floorplan.png
The bar under the picture is 50 um long. Pins as bars on the die edge. Tap cells in gray.
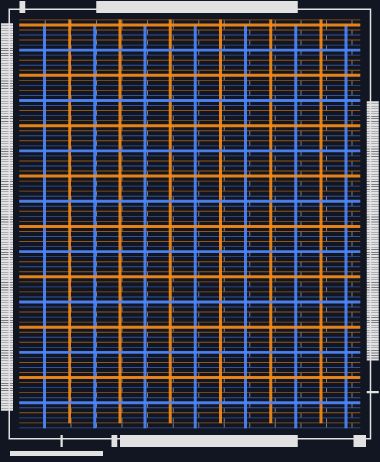
class_map.png
The bar under the picture is 50 um long.
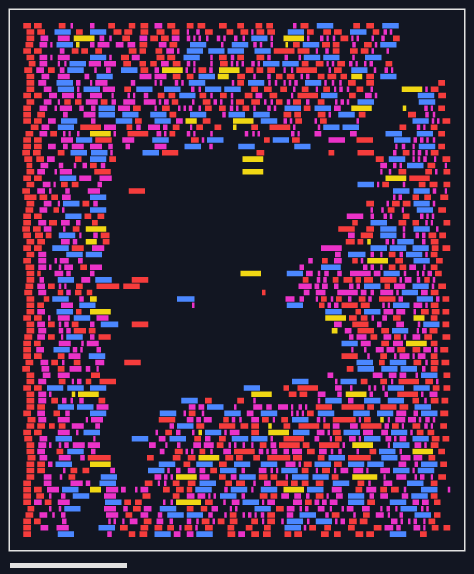
clock_wires.png
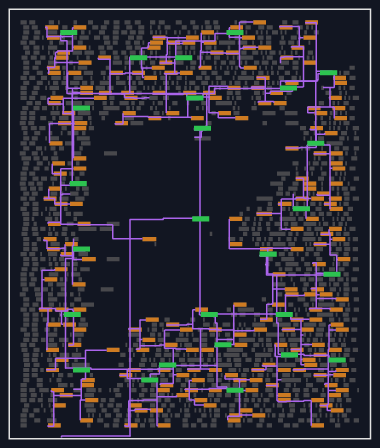
## config.mk

```make
export PLATFORM = sky130hd
export DESIGN_NAME = mem_port_arbiter_flat
export DESIGN_NICKNAME = d
export VERILOG_FILES = /design/src/rtl/mem_port_arbiter_if.sv /design/src/rtl/mem_port_arbiter.sv /design/src/flat_wrapper.sv
export SDC_FILE = /design/constraint.sdc
export NUM_CORES = 1
export LEC_CHECK = 0
export CELL_PAD_IN_SITES_DETAIL_PLACEMENT = 1
export CELL_PAD_IN_SITES_GLOBAL_PLACEMENT = 1
export CORE_ASPECT_RATIO = 1.2
export CORE_MARGIN = 5
export CORE_UTILIZATION = 24
export DETAILED_ROUTE_END_ITERATION = 6
export HOLD_SLACK_MARGIN = 0.02
export PLACE_DENSITY = 0.76
export SYNTH_ARGS = -nofsm -noshare
export SYNTH_HDL_FRONTEND = slang
export SYNTH_SLANG_ARGS = --single-unit
```

## constraint.sdc

```tcl
create_clock -name clk -period 1.6 [get_ports clk]
set_clock_uncertainty 0.1 [all_clocks]
set_input_delay 0.16 -clock clk [delete_from_list [all_inputs] [get_ports clk]]
set_output_delay 0.16 -clock clk [all_outputs]
set_load 0.02 [all_outputs]
```

## src/rtl/mem_port_arbiter_if.sv

```systemverilog
// Signal bundle between mem_port_arbiter, the IF/MEM pipeline stages and the unified memory.
// slave = arbiter side, master = pipeline and memory side.
interface mem_port_arbiter_if #(
    parameter int ADDR_W = 64,
    parameter int DATA_W = 64
);
    logic              if_req;
    logic [ADDR_W-1:0] if_addr;
    logic              if_flush;
    logic [31:0]       if_rdata;
    logic              if_valid;

    logic              dm_req;
    logic              dm_we;
    logic [ADDR_W-1:0] dm_addr;
    logic [DATA_W-1:0] dm_wdata;
    logic [DATA_W-1:0] dm_rdata;
    logic              dm_valid;

    logic              stall_if;
    logic              stall_pipe;

    logic              mem_req;
    logic              mem_we;
    logic [ADDR_W-1:0] mem_addr;
    logic [DATA_W-1:0] mem_wdata;
    logic [DATA_W-1:0] mem_rdata;
    logic              mem_ready;
    logic              mem_err;

    modport slave (
        input  if_req, if_addr, if_flush,
        output if_rdata, if_valid,
        input  dm_req, dm_we, dm_addr, dm_wdata,
        output dm_rdata, dm_valid,
        output stall_if, stall_pipe,
        output mem_req, mem_we, mem_addr, mem_wdata,
        input  mem_rdata, mem_ready,
        output mem_err
    );

    modport master (
        output if_req, if_addr, if_flush,
        input  if_rdata, if_valid,
        output dm_req, dm_we, dm_addr, dm_wdata,
        input  dm_rdata, dm_valid,
        input  stall_if, stall_pipe,
        input  mem_req, mem_we, mem_addr, mem_wdata,
        output mem_rdata, mem_ready,
        input  mem_err
    );
endinterface

```

## src/rtl/mem_port_arbiter.sv

```systemverilog
// Fixed-priority arbiter sharing one single-ported memory between fetch and load/store.
// Optional transaction timeout with sticky mem_err is enabled by defining ARB_TIMEOUT_EN.
module mem_port_arbiter #(
    parameter int ADDR_W  = 64,
    parameter int DATA_W  = 64,
    parameter int TIMEOUT = 16
) (
    input logic               clk,
    input logic               reset,
    mem_port_arbiter_if.slave bus
);

    typedef enum logic [1:0] {
        IDLE,
        BUSY_D,
        BUSY_I
    } state_t;

    state_t            state;
    logic              kill;
    logic              mem_req_q;
    logic              mem_we_q;
    logic [ADDR_W-1:0] mem_addr_q;
    logic [DATA_W-1:0] mem_wdata_q;
    logic [DATA_W-1:0] dm_rdata_q;
    logic [31:0]       if_rdata_q;
    logic              if_valid_q;
    logic              dm_valid_q;
    logic              finish;
    logic              expire;
    logic [31:0]       fetch_word;

    if (TIMEOUT < 1 || DATA_W < 64 || ADDR_W < 3) begin : g_bad_cfg
        $error("mem_port_arbiter: needs TIMEOUT >= 1, DATA_W >= 64, ADDR_W >= 3");
    end

`ifdef ARB_TIMEOUT_EN
    localparam int CNT_W = $clog2(TIMEOUT + 1);
    logic [CNT_W-1:0] age;
    logic             err_q;
`endif

    always_comb begin
        expire = 1'b0;
`ifdef ARB_TIMEOUT_EN
        expire = !bus.mem_ready && (age == CNT_W'(TIMEOUT - 1));
`endif
        finish     = bus.mem_ready || expire;
        fetch_word = mem_addr_q[2] ? bus.mem_rdata[63:32] : bus.mem_rdata[31:0];
    end

    always_ff @(posedge clk) begin
        if (reset) begin
            state       <= IDLE;
            kill        <= 1'b0;
            mem_req_q   <= 1'b0;
            mem_we_q    <= 1'b0;
            mem_addr_q  <= '0;
            mem_wdata_q <= '0;
            if_rdata_q  <= '0;
            dm_rdata_q  <= '0;
            if_valid_q  <= 1'b0;
            dm_valid_q  <= 1'b0;
`ifdef ARB_TIMEOUT_EN
            age         <= '0;
            err_q       <= 1'b0;
`endif
        end else begin
            if_valid_q <= 1'b0;
            dm_valid_q <= 1'b0;
`ifdef ARB_TIMEOUT_EN
            age <= age + 1'b1;
            if (state != IDLE && expire) err_q <= 1'b1;
`endif
            case (state)
                IDLE: begin
                    kill <= 1'b0;
                    if (bus.dm_req) begin
                        mem_req_q   <= 1'b1;
                        mem_we_q    <= bus.dm_we;
                        mem_addr_q  <= bus.dm_addr;
                        mem_wdata_q <= bus.dm_wdata;
                        state       <= BUSY_D;
`ifdef ARB_TIMEOUT_EN
                        age         <= '0;
`endif
                    end else if (bus.if_req && !bus.if_flush) begin
                        mem_req_q  <= 1'b1;
                        mem_we_q   <= 1'b0;
                        mem_addr_q <= bus.if_addr;
                        state      <= BUSY_I;
`ifdef ARB_TIMEOUT_EN
                        age        <= '0;
`endif
                    end
                end
                BUSY_D: begin
                    if (finish) begin
                        mem_req_q  <= 1'b0;
                        dm_valid_q <= 1'b1;
                        state      <= IDLE;
                        if (expire)         dm_rdata_q <= '0;
                        else if (!mem_we_q) dm_rdata_q <= bus.mem_rdata;
                    end
                end
                BUSY_I: begin
                    if (finish) begin
                        mem_req_q <= 1'b0;
                        kill      <= 1'b0;
                        state     <= IDLE;
                        // A flush landing on the completion cycle kills the fetch as well.
                        if (!(kill || bus.if_flush)) begin
                            if_valid_q <= 1'b1;
                            if_rdata_q <= expire ? '0 : fetch_word;
                        end
                    end else if (bus.if_flush) begin
                        kill <= 1'b1;
                    end
                end
                default: state <= IDLE;
            endcase
        end
    end

    assign bus.mem_req    = mem_req_q;
    assign bus.mem_we     = mem_we_q;
    assign bus.mem_addr   = mem_addr_q;
    assign bus.mem_wdata  = mem_wdata_q;
    assign bus.if_rdata   = if_rdata_q;
    assign bus.if_valid   = if_valid_q;
    assign bus.dm_rdata   = dm_rdata_q;
    assign bus.dm_valid   = dm_valid_q;
    assign bus.stall_if   = bus.if_req & ~if_valid_q & ~bus.if_flush;
    assign bus.stall_pipe = bus.dm_req & ~dm_valid_q;

`ifdef ARB_TIMEOUT_EN
    assign bus.mem_err = err_q;
`else
    assign bus.mem_err = 1'b0;
`endif

endmodule

```

## src/flat_wrapper.sv

```systemverilog
// flat-port wrapper written by rule: the top's interface ports become plain ports
module mem_port_arbiter_flat 
#(
    parameter int ADDR_W  = 64,
    parameter int DATA_W  = 64,
    parameter int TIMEOUT = 16
)
  (clk, reset, bus_if_req, bus_if_addr, bus_if_flush, bus_if_rdata, bus_if_valid, bus_dm_req, bus_dm_we, bus_dm_addr, bus_dm_wdata, bus_dm_rdata, bus_dm_valid, bus_stall_if, bus_stall_pipe, bus_mem_req, bus_mem_we, bus_mem_addr, bus_mem_wdata, bus_mem_rdata, bus_mem_ready, bus_mem_err);
  mem_port_arbiter_if #(.ADDR_W(ADDR_W), .DATA_W(DATA_W)) bus_i ();
  input logic clk;
  input logic reset;
  input wire logic [$bits(bus_i.if_req)-1:0] bus_if_req;
  input wire logic [$bits(bus_i.if_addr)-1:0] bus_if_addr;
  input wire logic [$bits(bus_i.if_flush)-1:0] bus_if_flush;
  output wire logic [$bits(bus_i.if_rdata)-1:0] bus_if_rdata;
  output wire logic [$bits(bus_i.if_valid)-1:0] bus_if_valid;
  input wire logic [$bits(bus_i.dm_req)-1:0] bus_dm_req;
  input wire logic [$bits(bus_i.dm_we)-1:0] bus_dm_we;
  input wire logic [$bits(bus_i.dm_addr)-1:0] bus_dm_addr;
  input wire logic [$bits(bus_i.dm_wdata)-1:0] bus_dm_wdata;
  output wire logic [$bits(bus_i.dm_rdata)-1:0] bus_dm_rdata;
  output wire logic [$bits(bus_i.dm_valid)-1:0] bus_dm_valid;
  output wire logic [$bits(bus_i.stall_if)-1:0] bus_stall_if;
  output wire logic [$bits(bus_i.stall_pipe)-1:0] bus_stall_pipe;
  output wire logic [$bits(bus_i.mem_req)-1:0] bus_mem_req;
  output wire logic [$bits(bus_i.mem_we)-1:0] bus_mem_we;
  output wire logic [$bits(bus_i.mem_addr)-1:0] bus_mem_addr;
  output wire logic [$bits(bus_i.mem_wdata)-1:0] bus_mem_wdata;
  input wire logic [$bits(bus_i.mem_rdata)-1:0] bus_mem_rdata;
  input wire logic [$bits(bus_i.mem_ready)-1:0] bus_mem_ready;
  output wire logic [$bits(bus_i.mem_err)-1:0] bus_mem_err;
  assign bus_i.if_req = bus_if_req;
  assign bus_i.if_addr = bus_if_addr;
  assign bus_i.if_flush = bus_if_flush;
  assign bus_if_rdata = bus_i.if_rdata;
  assign bus_if_valid = bus_i.if_valid;
  assign bus_i.dm_req = bus_dm_req;
  assign bus_i.dm_we = bus_dm_we;
  assign bus_i.dm_addr = bus_dm_addr;
  assign bus_i.dm_wdata = bus_dm_wdata;
  assign bus_dm_rdata = bus_i.dm_rdata;
  assign bus_dm_valid = bus_i.dm_valid;
  assign bus_stall_if = bus_i.stall_if;
  assign bus_stall_pipe = bus_i.stall_pipe;
  assign bus_mem_req = bus_i.mem_req;
  assign bus_mem_we = bus_i.mem_we;
  assign bus_mem_addr = bus_i.mem_addr;
  assign bus_mem_wdata = bus_i.mem_wdata;
  assign bus_i.mem_rdata = bus_mem_rdata;
  assign bus_i.mem_ready = bus_mem_ready;
  assign bus_mem_err = bus_i.mem_err;
  mem_port_arbiter #(.ADDR_W(ADDR_W), .DATA_W(DATA_W), .TIMEOUT(TIMEOUT)) u_core (.clk(clk), .reset(reset), .bus(bus_i));
endmodule
```

==> reports/results.ini <==
[timing]
fin_ws_ns=-0.0873
finalHoldViolCount=0
finalSetupViolCount=49
fin_crit_sh_pct=105

[status]
violations=negative setup slack
status=finished with violations

[die]
initial_utilization_pct=24.1
fp.dieH_um=231
dieWidth_um=194
core_mm2=0.0405

[power_and_ir_drop]
p_comb_share_pct=25.5
seqPwrFrac_pct=37.7
pwr-share-clk_pct=36.8
clk-power_w=0.00620
maxPowerGroup=registers
ir_worst_vdd_uv=595
finalPower_w=0.0169
leakagePower_nw=7.77

[worst_setup_path]
crit_type=flip-flop to flip-flop
path_common_cell=buf_6
cp_num_buf_inv=4
crit_fanout=7
cpLargestDelayFamily=buffers and inverters

[yosys]
yosys_area_mm2=0.00978
async_reset_ff_share_pct=0
syn_nets=1363
edf_count=0
area_leaders=dfxtp_1 47%, mux2i_1 9.9%, nand2_1 9.9%, mux2_2 7.4%, a21oi_1 6.7%
numSynthFlops=231

[placement]
gp_congestion=0.780

[finish]
register_area_mm2=0.00463
nFillCells=4640
comb_area_mm2=0.00523

[route]
drtPass1Iterations=4
wl_per_cell_um=20.4
drc=0
num_vias=9915

## Picture notes: floorplan.png
color	net
blue	VSS
orange	VDD
met1 rails	82
signal pins	494
met5 straps	16
met4 straps	13
tap cells	539

## Picture notes: class_map.png
color	class	cells
red	remaining buffers and delay cells	586
blue	registers	231
magenta	remaining logic cells	779
yellow	clock drivers and dummy loads	46

## Picture notes: clock_wires.png
[orange] flip-flops | count: 231
[purple] clock wires | length: 3,570 um
[green] clock-net drivers | count: 26
flops lie	widely spread
routed clock nets	27

-- area by class of cell --
type,instances,share of cell area [%]
timing repair buffer,586,34.8
multi-input combinational,777,29.8
sequential,231,26.4
clock buffer,34,4.34
tap,539,3.84
clock inverter,12,0.663
inverter,2,0.0713
antenna,2,0.0285
-- synthesized netlist by cell type (4+ instances only) --
cell	number
nand2_1	258
dfxtp_1	231
a21oi_1	131
nor2_1	100
mux2i_1	97
nor2b_1	69
mux2_2	64
buf_2	43
clkbuf_1	26
a211oi_2	17
a211oi_1	16
buf_6	11
buf_4	7
ha_1	4
nand2b_1	4
-- sequential cells by signal, summed over array words and instances (netlist names) --
name                  count
u_core.bus.mem_we         1
u_core.bus.mem_wdata     64
u_core.state              2
u_core.bus.if_valid       1
u_core.bus.if_rdata      32
u_core.bus.mem_req        1
u_core.bus.mem_addr      64
u_core.kill               1
u_core.bus.dm_rdata      64
u_core.bus.dm_valid       1
-- logic make-up (layout without fill, tap and decap cells) --
group,Yosys count,in the layout,synth area share [%]
and+or+nand+nor,440,441,19.2
DFF,231,231,47.3
AOI/OAI and AO/OA,170,170,10.6
muxes,161,161,17.3
buffers and inverters,89,634,5.08
adders and majority gates,4,4,0.512
other,1,3,0.0384
-- path summary, 6_finish.rpt --
check	cells after the start	slack (ns)	end
worst max register to register	8	-0.09	u_core.bus.dm_rdata[23]$_SDFFE_PP0P_
worst min register to register	2	0.35	u_core.bus.mem_wdata[12]$_SDFFE_PP0P_
worst max-delay path	8	-0.09	u_core.bus.dm_rdata[23]$_SDFFE_PP0P_
worst min-delay path	3	0.06	u_core.bus.mem_wdata[29]$_SDFFE_PP0P_
-- timing repair --
item | CTS | global route
setup endpoints to repair | 407 | 183
pin swaps | 4 | 19
setup buffers | 6 | 3
endpoints found under the hold margin | 10 | 0
gates resized | 267 | 155
cloned | 7 | 24
hold buffers | 1 | 0
-- cell usage in the layout (no fill, tap or decap), drive strengths merged, types with 2 or more instances in the layout --
| cell type | instances |
|---|---|
| a21oi | 131 |
| dlygate4sd2 | 225 |
| buf | 80 |
| nor2 | 100 |
| dfxtp | 231 |
| nand3b | 2 |
| clkdlybuf4s15 | 3 |
| inv | 3 |
| o21ai | 4 |
| mux2i | 97 |
| bufinv | 2 |
| diode | 2 |
| nand2b | 4 |
| mux2 | 64 |
| ha | 4 |
| nor2b | 70 |
| clkbuf | 51 |
| nand2 | 260 |
| a211oi | 33 |
| clkdlybuf4s50 | 260 |
| clkinv | 8 |
-- stage by stage --
step | setup WS [ns] | area, um2 | cells
6_report | -0.0873 | 17500 | 2183
3_3_place_gp | -0.337 | 15500 | 2096
3_5_place_dp | -0.361 | 15500 | 2096
4_1_cts | -0.0162 | 16500 | 2155
2_1_floorplan | 0.0187 | 9780 | 1096
5_1_grt | -0.124 | 17500 | 2183
-- per-layer routing --
layer,vias to the layer above,share of wire [%],wire length (um),global-route usage [%]
li1,4688,-,-,-
met2,375,51,22900,31.7
met5,-,0,0,0
met3,78,6.0,2690,3.71
met1,4774,39,17500,19.1
met4,0,3.2,1440,5.69
Power and IR drop assume default switching activity.
